Fig. 1: metal 1
Drawn at 1 px/um.
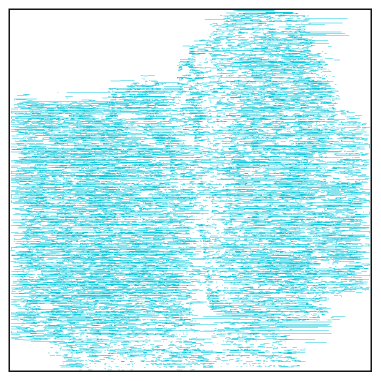
Fig. 2: register map, names as in the netlist
Drawn at 1 px/um. Other sequential cells in the stronger gray, the rest of the logic in the fainter gray.
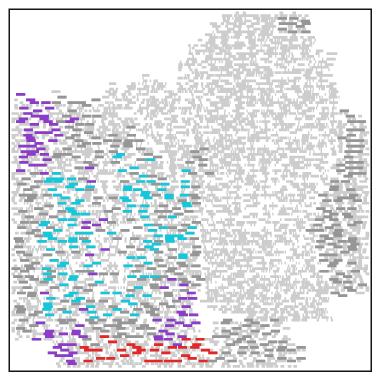
Fig. 3: routing congestion map
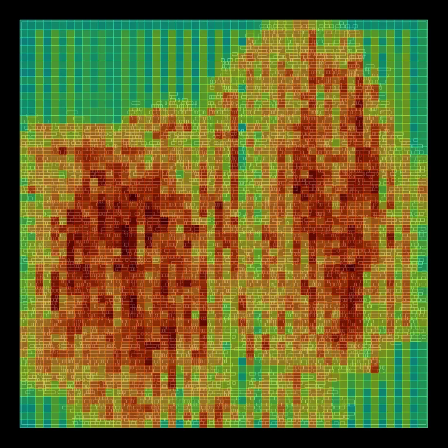
Fig. 4: a small window of the routed layout
Window x 258 to 283, y 258 to 283 um. Cells in gray, sequential cells in the stronger gray; small squares are vias.
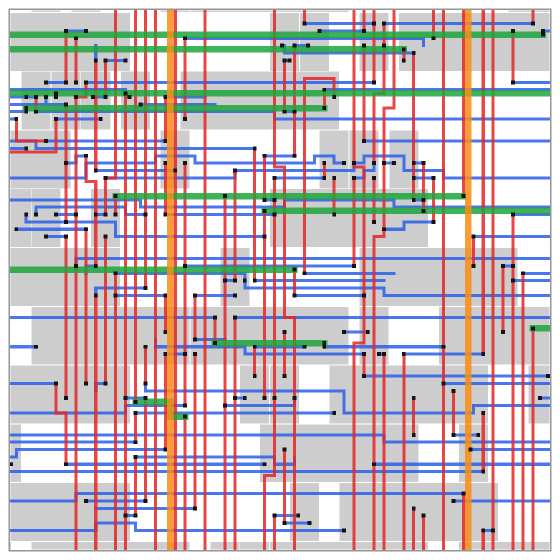
===== src/rtl/multichannel_lockin.sv =====
// Time-multiplexed quadrature lock-in amplifier.
// One shared signed multiplier demodulates every channel against the sin (X)
// and cos (Y) references. Each product feeds its own leaky-integrator low-pass.
//
// state  | meaning
// IDLE   | waiting for tick_i; inputs are captured on the tick
// MUL    | one product per cycle; even idx -> X of channel idx/2, odd idx -> Y
// UPDATE | new x_o/y_o visible, done_o high for this one cycle
module multichannel_lockin #(
    parameter int NUM_CHANNELS = 4,
    parameter int DATA_WIDTH   = 24,
    parameter int LPF_SHIFT    = 8,
    parameter int COUNT_WIDTH  = 32
) (
    input  logic                               clk_i,
    input  logic                               reset_i,
    input  logic                               tick_i,
    input  logic [DATA_WIDTH-1:0]              sin_i,
    input  logic [DATA_WIDTH-1:0]              cos_i,
    input  logic [NUM_CHANNELS*DATA_WIDTH-1:0] data_i,
    output logic [NUM_CHANNELS*DATA_WIDTH-1:0] x_o,
    output logic [NUM_CHANNELS*DATA_WIDTH-1:0] y_o,
    output logic                               done_o,
    output logic                               busy_o,
    output logic [COUNT_WIDTH-1:0]             count_o,
    output logic                               overrun_o
);

    localparam int N   = NUM_CHANNELS;
    localparam int DW  = DATA_WIDTH;
    localparam int SW  = DW + LPF_SHIFT + 1;
    localparam int CHW = (N > 1) ? $clog2(N) : 1;
    localparam int IW  = CHW + 1;

    localparam logic [IW-1:0]        IDX_LAST = IW'(2 * N - 1);
    localparam logic signed [DW-1:0] D_MAX    = {1'b0, {(DW-1){1'b1}}};
    localparam logic signed [DW-1:0] D_MIN    = {1'b1, {(DW-1){1'b0}}};
    localparam logic signed [SW-1:0] S_MAX    = {{(SW-DW+1){1'b0}}, {(DW-1){1'b1}}};
    localparam logic signed [SW-1:0] S_MIN    = {{(SW-DW+1){1'b1}}, {(DW-1){1'b0}}};

    typedef enum logic [1:0] {
        ST_IDLE   = 2'd0,
        ST_MUL    = 2'd1,
        ST_UPDATE = 2'd2
    } state_t;

    state_t                  r_state;
    state_t                  w_state_nxt;
    logic [IW-1:0]           r_idx;
    logic signed [DW-1:0]    r_sin;
    logic signed [DW-1:0]    r_cos;
    logic [N*DW-1:0]         r_data;
    logic signed [SW-1:0]    r_sx [N];
    logic signed [SW-1:0]    r_sy [N];
    logic signed [SW-1:0]    w_sx_nxt [N];
    logic signed [SW-1:0]    w_sy_nxt [N];
    logic [N*DW-1:0]         r_x;
    logic [N*DW-1:0]         r_y;
    logic [COUNT_WIDTH-1:0]  r_count;
    logic                    r_overrun;

    logic [CHW-1:0]          w_ch_sel;
    logic                    w_is_y;
    logic                    w_last;
    logic signed [DW-1:0]    w_ch;
    logic signed [DW-1:0]    w_ref;
    logic signed [2*DW-1:0]  w_prod;
    logic signed [DW:0]      w_prod_sh;
    logic signed [DW-1:0]    w_m;
    logic signed [SW-1:0]    w_m_ext;
    logic signed [SW-1:0]    w_s_sel;
    logic signed [SW-1:0]    w_s_upd;

    // Filter state scaled back to sample units and clamped to the output range.
    function automatic logic signed [DW-1:0] f_out(input logic signed [SW-1:0] s);
        logic signed [SW-1:0] v;
        v = s >>> LPF_SHIFT;
        if (v > S_MAX)
            f_out = D_MAX;
        else if (v < S_MIN)
            f_out = D_MIN;
        else
            f_out = v[DW-1:0];
    endfunction

    assign w_ch_sel = r_idx[IW-1:1];
    assign w_is_y   = r_idx[0];
    assign w_last   = (r_idx == IDX_LAST);

    // Select the channel sample and the filter state addressed by idx.
    always_comb begin
        w_ch    = '0;
        w_s_sel = '0;
        for (int c = 0; c < N; c++) begin
            if (w_ch_sel == CHW'(c)) begin
                w_ch    = r_data[c*DW +: DW];
                w_s_sel = w_is_y ? r_sy[c] : r_sx[c];
            end
        end
    end

    // Shared multiplier: Q1 x Q1 product, rescaled and saturated. Only
    // (-1)*(-1) can overflow, so the top-two-bit check is sufficient.
    always_comb begin
        w_ref     = w_is_y ? r_cos : r_sin;
        w_prod    = w_ch * w_ref;
        w_prod_sh = w_prod[2*DW-1:DW-1];
        if (w_prod_sh[DW] != w_prod_sh[DW-1])
            w_m = w_prod_sh[DW] ? D_MIN : D_MAX;
        else
            w_m = w_prod_sh[DW-1:0];
        w_m_ext = {{(SW-DW){w_m[DW-1]}}, w_m};
        w_s_upd = w_s_sel + w_m_ext - (w_s_sel >>> LPF_SHIFT);
    end

    // Filter bank as it will be after this cycle; the last MUL cycle loads
    // the outputs from this view so they appear together with done_o.
    always_comb begin
        for (int c = 0; c < N; c++) begin
            w_sx_nxt[c] = r_sx[c];
            w_sy_nxt[c] = r_sy[c];
        end
        if (r_state == ST_MUL) begin
            for (int c = 0; c < N; c++) begin
                if (w_ch_sel == CHW'(c)) begin
                    if (w_is_y)
                        w_sy_nxt[c] = w_s_upd;
                    else
                        w_sx_nxt[c] = w_s_upd;
                end
            end
        end
    end

    // Next-state logic.
    always_comb begin
        w_state_nxt = r_state;
        case (r_state)
            ST_IDLE:   if (tick_i) w_state_nxt = ST_MUL;
            ST_MUL:    if (w_last) w_state_nxt = ST_UPDATE;
            ST_UPDATE: w_state_nxt = ST_IDLE;
            default:   w_state_nxt = ST_IDLE;
        endcase
    end

    // State register.
    always_ff @(posedge clk_i or posedge reset_i) begin
        if (reset_i)
            r_state <= ST_IDLE;
        else
            r_state <= w_state_nxt;
    end

    // Input capture, filter bank, output registers, counter and overrun flag.
    always_ff @(posedge clk_i or posedge reset_i) begin
        if (reset_i) begin
            r_idx     <= '0;
            r_sin     <= '0;
            r_cos     <= '0;
            r_data    <= '0;
            r_x       <= '0;
            r_y       <= '0;
            r_count   <= '0;
            r_overrun <= 1'b0;
            for (int c = 0; c < N; c++) begin
                r_sx[c] <= '0;
                r_sy[c] <= '0;
            end
        end else begin
            if (r_state == ST_IDLE && tick_i) begin
                r_sin  <= sin_i;
                r_cos  <= cos_i;
                r_data <= data_i;
                r_idx  <= '0;
            end
            if (r_state == ST_MUL) begin
                r_idx <= r_idx + 1'b1;
                for (int c = 0; c < N; c++) begin
                    r_sx[c] <= w_sx_nxt[c];
                    r_sy[c] <= w_sy_nxt[c];
                end
                if (w_last) begin
                    for (int c = 0; c < N; c++) begin
                        r_x[c*DW +: DW] <= f_out(w_sx_nxt[c]);
                        r_y[c*DW +: DW] <= f_out(w_sy_nxt[c]);
                    end
                    r_count <= r_count + 1'b1;
                end
            end
            if (tick_i && r_state != ST_IDLE)
                r_overrun <= 1'b1;
        end
    end

    assign x_o       = r_x;
    assign y_o       = r_y;
    assign count_o   = r_count;
    assign overrun_o = r_overrun;
    assign busy_o    = (r_state != ST_IDLE);
    assign done_o    = (r_state == ST_UPDATE);

endmodule


===== config.mk =====
export PLATFORM = sky130hd
export DESIGN_NAME = multichannel_lockin
export DESIGN_NICKNAME = d
export VERILOG_FILES = /design/src/rtl/multichannel_lockin.sv
export SDC_FILE = /design/constraint.sdc
export NUM_CORES = 2
export LEC_CHECK = 0
export CAP_MARGIN = 20
export CORE_UTILIZATION = 40
export CTS_CLUSTER_SIZE = 8
export DETAILED_ROUTE_END_ITERATION = 10
export GPL_TIMING_DRIVEN = 0
export SYNTH_ARGS = -nofsm -noshare
export SYNTH_HDL_FRONTEND = slang
export SYNTH_SLANG_ARGS = --single-unit

===== constraint.sdc =====
create_clock -name clk_i -period 47.5 [get_ports clk_i]
set_clock_uncertainty 0.05 [all_clocks]
set_input_delay 9.5 -clock clk_i [delete_from_list [all_inputs] [get_ports clk_i]]
set_output_delay 9.5 -clock clk_i [all_outputs]
set_load 0.005 [all_outputs]

==> Table 3: Implementation characteristics <==
Table: implementation figures

Parameter                              Value

Outcome
  Run status .................. complete, no violations

Clock network
  Post-CTS sizing .................. 0
  Insertion delay to the later sink of the worst-skew pair .................. 0.72 ns
  Post-CTS Hold Fix Bufs .................. 0
  Number of buffers added by the clock tree synthesis step .................. between 90 and 100
  Number of buffers added for setup after CTS .................. 0

Logic synthesis
  Most used standard cell by instance count after synthesis .................. nand2_1
  Average instance area after synthesis .................. 10.07 um^2
  Synth Cell Area .................. 51420 um^2
  Largest cells by area after synthesis .................. dfrtp_1 (31%), fa_1 (25%), nand2_1 (5.9%), mux2_2 (5.6%), inv_1 (4.9%)
  Fraction of synthesized cell area taken by the top area cell type .................. 0.3105
  Area of the synthesized netlist per yosys stat .................. between 50000 and 60000 um^2

Placed design
  Placed cell area .................. roughly 58000 um^2

Critical path
  Buffer-and-inverter tally for the worst setup path .................. 11
  CP Capture Type .................. flip-flop
  Req. time, crit path .................. roughly 48 ns

Floorplanning
  Die Height .................. about 360 um
  Placeable core region .................. 127500 um^2

Timing
  Number of max-slew violations in the final report .................. 0
  Minimum hold slack .................. between 0.4 and 0.5 ns
  Setup TNS Final .................. 0 ns
  Worst slew margin relative to its limit .................. 0.1934
  Setup Viol. Count Final .................. 0

Cells and area
  Highest-count cells in the layout ignoring fill and taps .................. nand2_1 (811), inv_1 (665), fa_1 (638), dfrtp_1 (638), clkdlybuf4s50_1 (373)
  Multi-input logic cell count .................. about 3500
  MI comb area .................. ~32000 um^2
  Fraction of final layout cells sized beyond drive strength 1 .................. 0.1006
  Number of nets at the end of the flow .................. about 6600
  Leading registers by flop count .................. r_sx x132, r_sy x132

Route
  Post-detailed-route DRC marker count .................. 0
  Wirelength per Cell .................. ~27 um
  Met2 wirelength from detailed routing .................. approximately 89000 um
  Number of optimization iterations in the first detailed-route pass .................. 6
  DRT iter0 DRCs .................. approximately 3900

GRT
  First-pass GRT wire length .................. 295000 um
Back to the opening pictures, Fig. 1:
- nets with wire on the layer: 6142
- main direction: horizontal
routed vias: 41390
global routing met1 resource utilization: 0.4060
post-detailed-routing wire length: 200900 um

Back to the opening pictures, Fig. 2:
- purple: x_o (flops 96)
- cyan: r_sy (flops 132)
- red: count_o (flops 32; where bottom middle)
- not colored: 378
register fraction of the total cell area: 0.2626
post-layout util: 0.4768
Reg area: 15970 um^2

Back to the opening pictures, Fig. 3:
global-route track usage on met2: 0.4771
GR Util met3: 0.06824
busiest layer in global routing: met2

Back to the opening pictures, Fig. 4:
- blue: met1
- green: met3
- red: met2
- orange: met4
- sequential cells in the window: 0
- cells with their middle in the window: 35
- most frequent: fa_1 (14), nand2_1 (13), inv_1 (8)

